File: src/rtl/cpu_types_pkg.sv
// Shared CPU type definitions.
//   word_t      : architectural data word.
//   aluop_t     : operation select for the combinational ALU.
//   muldiv_op_t : operation select for the iterative multiply/divide unit.
// Helper functions classify muldiv_op_t values so decode logic stays readable.
package cpu_types_pkg;

  localparam int WORD_W = 32;

  typedef logic [WORD_W-1:0] word_t;

  typedef enum logic [3:0] {
    ALU_SLL  = 4'd0,
    ALU_SRL  = 4'd1,
    ALU_SRA  = 4'd2,
    ALU_ADD  = 4'd3,
    ALU_SUB  = 4'd4,
    ALU_AND  = 4'd5,
    ALU_OR   = 4'd6,
    ALU_XOR  = 4'd7,
    ALU_NOR  = 4'd8,
    ALU_SLT  = 4'd9,
    ALU_SLTU = 4'd10
  } aluop_t;

  typedef enum logic [1:0] {
    MD_MULT  = 2'd0,
    MD_MULTU = 2'd1,
    MD_DIV   = 2'd2,
    MD_DIVU  = 2'd3
  } muldiv_op_t;

  function automatic logic md_is_signed(input muldiv_op_t op);
    return (op == MD_MULT) || (op == MD_DIV);
  endfunction

  function automatic logic md_is_div(input muldiv_op_t op);
    return (op == MD_DIV) || (op == MD_DIVU);
  endfunction

endpackage

File: src/rtl/muldiv_if.sv
// Signal bundle between the execute stage and the multiply/divide unit.
//   start/op/A/B  : operation request (sampled by the unit only when idle)
//   hi_wen/lo_wen : MTHI/MTLO write enables, data on wdat
//   busy/done     : operation in flight / one-cycle completion pulse
//   HI/LO         : architectural HI/LO registers
// Modport md is the unit side, tb is the requester side.
interface muldiv_if;
  import cpu_types_pkg::*;

  logic       start;
  muldiv_op_t op;
  word_t      A;
  word_t      B;
  logic       hi_wen;
  logic       lo_wen;
  word_t      wdat;
  logic       busy;
  logic       done;
  word_t      HI;
  word_t      LO;

  modport md (
    input  start, op, A, B, hi_wen, lo_wen, wdat,
    output busy, done, HI, LO
  );

  modport tb (
    output start, op, A, B, hi_wen, lo_wen, wdat,
    input  busy, done, HI, LO
  );

endinterface

File: src/rtl/muldiv_unit.sv
// Iterative multiply/divide unit for MULT, MULTU, DIV and DIVU; owns HI/LO.
// Ports:
//   CLK  : clock, rising edge
//   nRST : asynchronous active-low reset
//   bus  : muldiv_if.md (request, MTHI/MTLO writes, busy/done, HI/LO)
// Operands are reduced to magnitudes on issue, processed for 32 cycles
// (shift-add multiply or restoring divide through one shared 33-bit adder),
// then sign-corrected and written to HI/LO in a final FIX cycle.
module muldiv_unit
  import cpu_types_pkg::*;
#(
  parameter int WIDTH = 32
) (
  input logic  CLK,
  input logic  nRST,
  muldiv_if.md bus
);

  typedef enum logic [1:0] {
    IDLE = 2'd0,
    CALC = 2'd1,
    FIX  = 2'd2
  } state_t;

  state_t           state_reg, state_next;
  logic [4:0]       cnt_reg;
  muldiv_op_t       op_reg;
  // Adder operand: multiplicand magnitude for multiply, divisor for divide.
  logic [WIDTH-1:0] opnd_reg;
  // Product high half for multiply; 33-bit partial remainder for divide.
  logic [WIDTH:0]   acc_hi_reg;
  // Multiplier shifting out / product low half, or dividend shifting out /
  // quotient shifting in.
  logic [WIDTH-1:0] acc_lo_reg;
  logic             sign_q_reg;
  logic             sign_r_reg;
  logic             busy_reg;
  logic             done_reg;
  word_t            hi_reg;
  word_t            lo_reg;

  // Issue-time operand conditioning
  logic             in_signed;
  logic             in_div;
  logic [WIDTH-1:0] a_mag;
  logic [WIDTH-1:0] b_mag;

  always_comb begin
    in_signed = md_is_signed(bus.op);
    in_div    = md_is_div(bus.op);
    // -0x80000000 wraps to itself, which is the correct unsigned magnitude.
    a_mag     = (in_signed && bus.A[WIDTH-1]) ? -bus.A : bus.A;
    b_mag     = (in_signed && bus.B[WIDTH-1]) ? -bus.B : bus.B;
  end

  // Shared adder: add for multiply, subtract (a + ~b + 1) for divide.
  logic             op_div;
  logic [WIDTH:0]   add_a;
  logic [WIDTH:0]   add_b;
  logic             add_cin;
  logic [WIDTH:0]   add_sum;
  logic [WIDTH:0]   acc_hi_next;
  logic [WIDTH-1:0] acc_lo_next;

  assign op_div = md_is_div(op_reg);

  always_comb begin
    add_a       = '0;
    add_b       = '0;
    add_cin     = 1'b0;
    acc_hi_next = acc_hi_reg;
    acc_lo_next = acc_lo_reg;
    if (op_div) begin
      // Shift the next dividend bit into the remainder, then trial-subtract.
      add_a   = {acc_hi_reg[WIDTH-1:0], acc_lo_reg[WIDTH-1]};
      add_b   = ~{1'b0, opnd_reg};
      add_cin = 1'b1;
    end else begin
      add_a   = acc_hi_reg;
      add_b   = acc_lo_reg[0] ? {1'b0, opnd_reg} : '0;
      add_cin = 1'b0;
    end
    add_sum = add_a + add_b + {{WIDTH{1'b0}}, add_cin};
    if (op_div) begin
      // The remainder is always below the divisor, so a set MSB on the
      // 33-bit difference means the trial went negative: restore.
      acc_hi_next = add_sum[WIDTH] ? add_a : add_sum;
      acc_lo_next = {acc_lo_reg[WIDTH-2:0], ~add_sum[WIDTH]};
    end else begin
      // Shift the 65-bit {carry, acc_hi, acc_lo} right by one.
      acc_hi_next = {1'b0, add_sum[WIDTH:1]};
      acc_lo_next = {add_sum[0], acc_lo_reg[WIDTH-1:1]};
    end
  end

  // Sign correction applied in FIX
  logic [2*WIDTH-1:0] prod_mag;
  logic [2*WIDTH-1:0] prod_fix;
  logic [WIDTH-1:0]   quo_fix;
  logic [WIDTH-1:0]   rem_fix;

  always_comb begin
    prod_mag = {acc_hi_reg[WIDTH-1:0], acc_lo_reg};
    prod_fix = sign_q_reg ? -prod_mag : prod_mag;
    quo_fix  = sign_q_reg ? -acc_lo_reg : acc_lo_reg;
    rem_fix  = sign_r_reg ? -acc_hi_reg[WIDTH-1:0] : acc_hi_reg[WIDTH-1:0];
  end

  // FSM next state
  always_comb begin
    state_next = state_reg;
    case (state_reg)
      IDLE:    if (bus.start) state_next = CALC;
      CALC:    if (cnt_reg == 5'd31) state_next = FIX;
      FIX:     state_next = IDLE;
      default: state_next = IDLE;
    endcase
  end

  always_ff @(posedge CLK or negedge nRST) begin
    if (!nRST) begin
      state_reg <= IDLE;
    end else begin
      state_reg <= state_next;
    end
  end

  // Datapath and architectural registers
  always_ff @(posedge CLK or negedge nRST) begin
    if (!nRST) begin
      cnt_reg    <= '0;
      op_reg     <= MD_MULT;
      opnd_reg   <= '0;
      acc_hi_reg <= '0;
      acc_lo_reg <= '0;
      sign_q_reg <= 1'b0;
      sign_r_reg <= 1'b0;
      busy_reg   <= 1'b0;
      done_reg   <= 1'b0;
      hi_reg     <= '0;
      lo_reg     <= '0;
    end else begin
      busy_reg <= (state_next != IDLE);
      done_reg <= (state_reg == FIX);
      case (state_reg)
        IDLE: begin
          if (bus.hi_wen) hi_reg <= bus.wdat;
          if (bus.lo_wen) lo_reg <= bus.wdat;
          if (bus.start) begin
            op_reg     <= bus.op;
            cnt_reg    <= '0;
            sign_q_reg <= in_signed & (bus.A[WIDTH-1] ^ bus.B[WIDTH-1]);
            sign_r_reg <= in_signed & bus.A[WIDTH-1];
            opnd_reg   <= in_div ? b_mag : a_mag;
            acc_lo_reg <= in_div ? a_mag : b_mag;
            acc_hi_reg <= '0;
          end
        end
        CALC: begin
          cnt_reg    <= cnt_reg + 5'd1;
          acc_hi_reg <= acc_hi_next;
          acc_lo_reg <= acc_lo_next;
        end
        FIX: begin
          if (op_div) begin
            hi_reg <= rem_fix;
            lo_reg <= quo_fix;
          end else begin
            hi_reg <= prod_fix[2*WIDTH-1:WIDTH];
            lo_reg <= prod_fix[WIDTH-1:0];
          end
        end
        default: ;
      endcase
    end
  end

  assign bus.busy = busy_reg;
  assign bus.done = done_reg;
  assign bus.HI   = hi_reg;
  assign bus.LO   = lo_reg;

endmodule

File: src/flat_wrapper.sv
// flat-port wrapper written by rule: the top's interface ports become plain ports
module muldiv_unit_flat import cpu_types_pkg::*;
#(
  parameter int WIDTH = 32
)
  (CLK, nRST, bus_start, bus_op, bus_A, bus_B, bus_hi_wen, bus_lo_wen, bus_wdat, bus_busy, bus_done, bus_HI, bus_LO);
  muldiv_if bus_i ();
  input logic CLK;
  input logic nRST;
  input wire logic [$bits(bus_i.start)-1:0] bus_start;
  input wire logic [$bits(bus_i.op)-1:0] bus_op;
  input wire logic [$bits(bus_i.A)-1:0] bus_A;
  input wire logic [$bits(bus_i.B)-1:0] bus_B;
  input wire logic [$bits(bus_i.hi_wen)-1:0] bus_hi_wen;
  input wire logic [$bits(bus_i.lo_wen)-1:0] bus_lo_wen;
  input wire logic [$bits(bus_i.wdat)-1:0] bus_wdat;
  output wire logic [$bits(bus_i.busy)-1:0] bus_busy;
  output wire logic [$bits(bus_i.done)-1:0] bus_done;
  output wire logic [$bits(bus_i.HI)-1:0] bus_HI;
  output wire logic [$bits(bus_i.LO)-1:0] bus_LO;
  assign bus_i.start = bus_start;
  assign bus_i.op = bus_op;
  assign bus_i.A = bus_A;
  assign bus_i.B = bus_B;
  assign bus_i.hi_wen = bus_hi_wen;
  assign bus_i.lo_wen = bus_lo_wen;
  assign bus_i.wdat = bus_wdat;
  assign bus_busy = bus_i.busy;
  assign bus_done = bus_i.done;
  assign bus_HI = bus_i.HI;
  assign bus_LO = bus_i.LO;
  muldiv_unit #(.WIDTH(WIDTH)) u_core (.CLK(CLK), .nRST(nRST), .bus(bus_i));
endmodule
File: config.mk
export PLATFORM = sky130hd
export DESIGN_NAME = muldiv_unit_flat
export DESIGN_NICKNAME = d
export VERILOG_FILES = /design/src/rtl/cpu_types_pkg.sv /design/src/rtl/muldiv_if.sv /design/src/rtl/muldiv_unit.sv /design/src/flat_wrapper.sv
export SDC_FILE = /design/constraint.sdc
export NUM_CORES = 1
export LEC_CHECK = 0
export ABC_CLOCK_PERIOD_IN_PS = 5500
export CAP_MARGIN = 10
export CORE_MARGIN = 4
export CORE_UTILIZATION = 55
export DETAILED_ROUTE_END_ITERATION = 6
export PLACE_DENSITY = 0.79
export SLEW_MARGIN = 20
export SYNTH_ARGS = -nofsm -noshare
export SYNTH_HDL_FRONTEND = slang
export SYNTH_SLANG_ARGS = --single-unit
File: constraint.sdc
create_clock -name CLK -period 5.5 [get_ports CLK]
set_input_delay 1.65 -clock CLK [delete_from_list [all_inputs] [get_ports CLK]]
set_output_delay 1.65 -clock CLK [all_outputs]
set_load 0.01 [all_outputs]
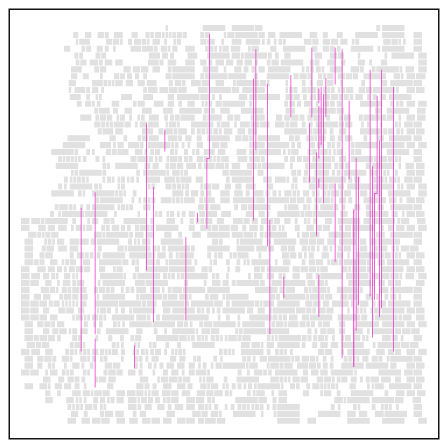
Fig. 1. M4 wires.
Cells faint in the background.
main direction: vertical
longest straight run: 122 um
wire length on this layer: 1690 um
share of all routed wire: 3.6%
WL final: 46900 um
routed vias: 14400

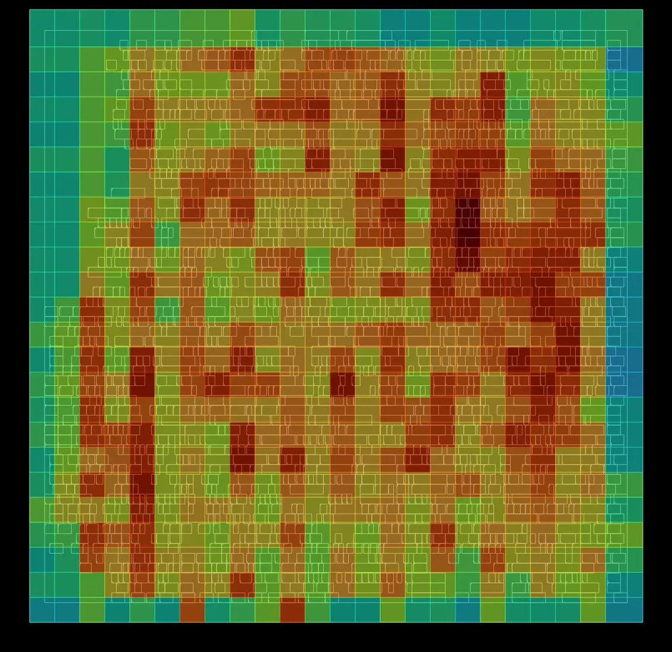
Fig. 2. Track usage over the die.
global route hottest layer: met2
met2 Use GR: 51.3%
gr usage total: 32.0%
Wirelength per Cell: 21.1 um

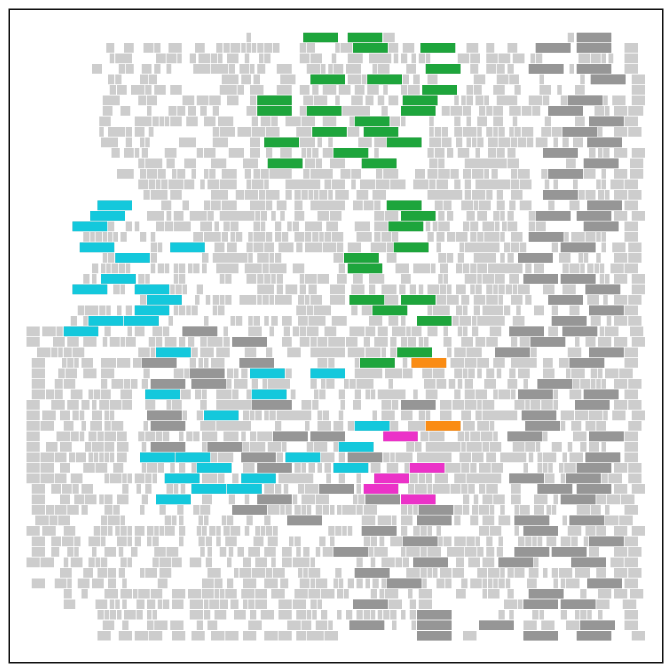
Fig. 3. Sequential cells colored by netlist name.
Other sequential cells in the stronger gray, the rest of the logic in the fainter gray.
[cyan] u_core.opnd_reg | flops: 32
[orange] u_core.state_reg | flops: 2
[green] u_core.acc_hi_reg | flops: 33 | where: top center
[magenta] u_core.cnt_reg | flops: 5 | where: bottom center
Core Util, Final: 65.8%
Reg area: 4330 um^2
seq pwr: 2.86 mW
Seq/total area: 26.0%

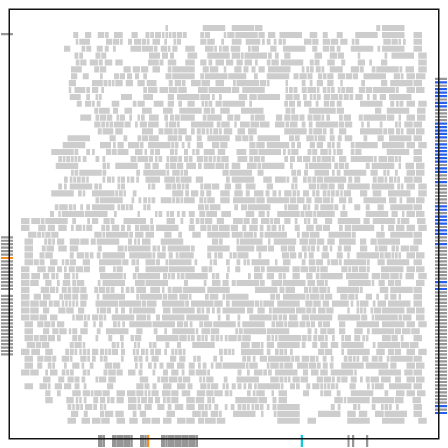
Fig. 4. I/O pins on the die edge.
Pins as bars across the die edge, other pins in gray.
[orange] bus_op | pins: 2 | direction: input | edge: 1 left, 1 bottom
[cyan] bus_busy | pins: 1 | direction: output | edge: bottom
[blue] bus_HI | pins: 32 | direction: output | edge: right
all pins by edge: 98 right, 36 bottom, 35 left
chip height: 169 um
Port Buf Inserts: 168
die width: 169 um

[through the flow]
| stage | utilization, % | worst slack [ns] |
|---|---|---|
| 3_5_place_dp | 63.3 | 0.847 |
| 4_1_cts | 65.8 | 1.00 |
| 6_report | 65.8 | 0.937 |
| 3_3_place_gp | 63.3 | 0.926 |
| 2_1_floorplan | - | 1.18 |
| 5_1_grt | 65.8 | 0.693 |
[power by group through the flow]
stage                     logic (mW)  registers, mW  clock network (mW)
after global placement          8.05           2.80                   0
after CTS                       8.27           2.81                1.30
after global routing            9.22           2.93                1.35
final                           8.43           2.86                1.30
after detailed placement        8.21           2.83                   0
after floorplan                 6.11           2.41                   0
[cell type report]
type                            count  area (um^2)
Multi-Input combinational cell   1467         9280
Fill cell                        2201         8650
Sequential cell                   173         4330
Timing Repair Buffer              195         1890
Clock buffer                       17          425
Tap cell                          330          413
Clock inverter                     15          208
Inverter                           32          120
[final timing paths]
| path | end | slack (ns) |
|---|---|---|
| worst max register to register | u_core.acc_hi_reg[12]$_DFFE_PN0P_ | 0.94 |
| max in group asynchronous | u_core.bus.LO[20]$_DFFE_PN0P_ | 3.33 |
| worst min-delay path | u_core.bus.HI[19]$_DFFE_PN0P_ | 0.48 |
| min in group asynchronous | u_core.bus.HI[11]$_DFFE_PN0P_ | 1.21 |
| worst max-delay path | u_core.acc_hi_reg[12]$_DFFE_PN0P_ | 0.94 |
| worst min register to register | u_core.bus.HI[19]$_DFFE_PN0P_ | 0.48 |
[Yosys cell counts (all sizes together) (4+ instances only)]
master,number,area [um^2]
or4,21,165
and2,5,31.3
a21oi,148,741
clkbuf,128,480
a21boi,6,45.1
a22o,6,52.6
a32oi,4,35.0
nand2,220,826
nand2b,15,93.8
inv,30,113
mux2,37,417
o21ai,212,1060
a211oi,24,193
and3,6,37.5
xor2,56,490
or3,17,111
nor3,35,175
nand4,8,50.1
o31ai,44,330
o21bai,5,37.5
or2,6,37.5
xnor2,88,771
nor2,176,661
a22oi,35,263
o41ai,13,114
a31oi,16,100
o211ai,22,165
a21o,21,158
dfrtp,173,4330
ha,38,475
o221ai,16,140
nor2b,6,37.5
mux2i,67,671
nor4,18,125
buf,20,80.1
nand3,20,100
o21a,5,45.0
[worst min-delay path, delay by kind of cell, from the launching register on]
family             cells  cell delay (ns)
AOI/OAI and AO/OA      1             0.05
DFF                    1             0.35
and+or+nand+nor        1             0.05
[per-layer routing]
layer | wire (um) | part of all wire (%)
met5 | 0 | 0
met1 | 19700 | 42
met4 | 1690 | 3.6
met2 | 21300 | 45
met3 | 4160 | 8.9
[cells by family (layout without fill, tap and decap cells)]
kind of cell	count (synthesis)	in the layout	synth area share (%)
AOI/OAI and AO/OA	612	612	26.7
xor gates and xnor gates	144	144	8.85
buffers and inverters	180	259	4.78
DFF	173	173	30.4
and+or+nand+nor	567	567	18.1
muxes	104	104	7.63
adders and majority gates	40	40	3.62
[layout by cell type, fill, tap and decap left out, types with 38 or more instances in the layout]
master	n
xnor2_1	87
nand2_1	219
clkdlybuf4s50_1	166
xor2_1	56
ha_1	38
o31ai_1	44
a21oi_1	148
mux2i_1	67
nor2_1	175
dfrtp_1	172
o21ai_0	178
==> impl_metrics.yaml <==
# synthesis and place-and-route metrics
routing:
  drc: 0
  viasPerCell: 6.47
  drtIter0Drc: 1832
  ant_nets: 0
  dr.pass1.iters: 7
power_and_ir_drop:
  p_int_mw: 6.21
  switching_share_pct: 50.6
  seqPwrFrac_pct: 22.7
  p_comb_share_pct: 67.0
  power_density_nw_per_um2: 755
  leakage_nw: 6.78
  power.net_switching_mw: 6.37
  vdd_drop_max_mv: 0.349
global_route:
  grt_max_degree: 96
  antenna_found_initial: 0
  grt_pass1_wl_um: 73200
  grt_pass1_vias: 13300
  gr-total-overflow: 0
  gr-usage-met1_pct: 44.1
clocking:
  cts_resized: 0
  clk_path_buf_depth: 2
  hold_buffers: 0
  clk_latency_ns: 0.45
  postCtsSetupBuffers: 0
  root_buffer: "clkbuf_16"
worst_setup_path:
  worstSetupStartpoint: "u_core.op_reg[1]$_DFFE_PN0P_"
  crit_buf_inv: 2
  path_cells: "buf_4 -> mux2_2 -> ha_1 -> o211ai_1 -> o211ai_1 -> a21oi_1 -> o31a_1 -> o21a_1 -> xnor2_2 -> buf_12 -> mux2i_1 -> o221ai_1"
  critical_path.startpoint_type: "flop"
  criticalPathCategory: "reg -> reg"
  max_stage_delay_ns: 0.81
  cp_max_fo: 33
  critical_path_required_ns: 5.79
  slowest_stage: "xnor2_2"
  cp-end-kind: "flop"
  r2r-start: "u_core.op_reg[1]$_DFFE_PN0P_"
  critPathTopFamily: "AND-OR/OR-AND gates"
  cp.arrival_ns: 4.85
  cpMostUsedCell: "o211ai_1"
  r2r_cells: 12
  path_depth: 12
worst_hold_path:
  min_delay_path_depth: 2
  hp-start: "u_core.bus.HI[19]$_DFFE_PN0P_"
job:
  warnings: 27
  drv_cap: 0
sta:
  rsz0062_at_grt: "false"
  slew_viol_final: 0
  finClkSkew_ns: 0.0166
  finalHoldViolCount: 0
  finalSetupViolations: 0
  min_period_ns: 4.56
  hold_ws_ns: 0.481
  worstMarginPinSlew_ns: 1.05
  slew_headroom_pct: 29.8
status:
  outcome: "completed"
die:
  num_rows: 58
  chipArea_um2: 28500
  num_io_pins: 169
  core_area_um2: 25300
  fp_util_pct: 56.3
yosys:
  synth_cells: 1820
  synthesis.nets: 1963
  synth_cell_type_count: 79
  edf_count: 0
  yosys_area_um2: 14200
  synthFlopType: "dfrtp_1"
  avgSynthCellArea_um2: 7.83
  yosysCellCount: 1820
  yosys.stat.seqShare_pct: 30.4
  postSynth.asyncResetShare_pct: 100
  synth_warnings: 0
finish:
  synthToLayoutAreaGrowth_pct: 17.0
  postLayoutCellArea_um2: 16700
  final_layout_size_suffix_gt1_share_pct: 6.53
  antenna-diode-count: 0
  largest_reg_flops: 33
  nets: 2029
placed_design:
  placed_area_um2: 16000
Power is estimated from default activity; no workload was simulated.
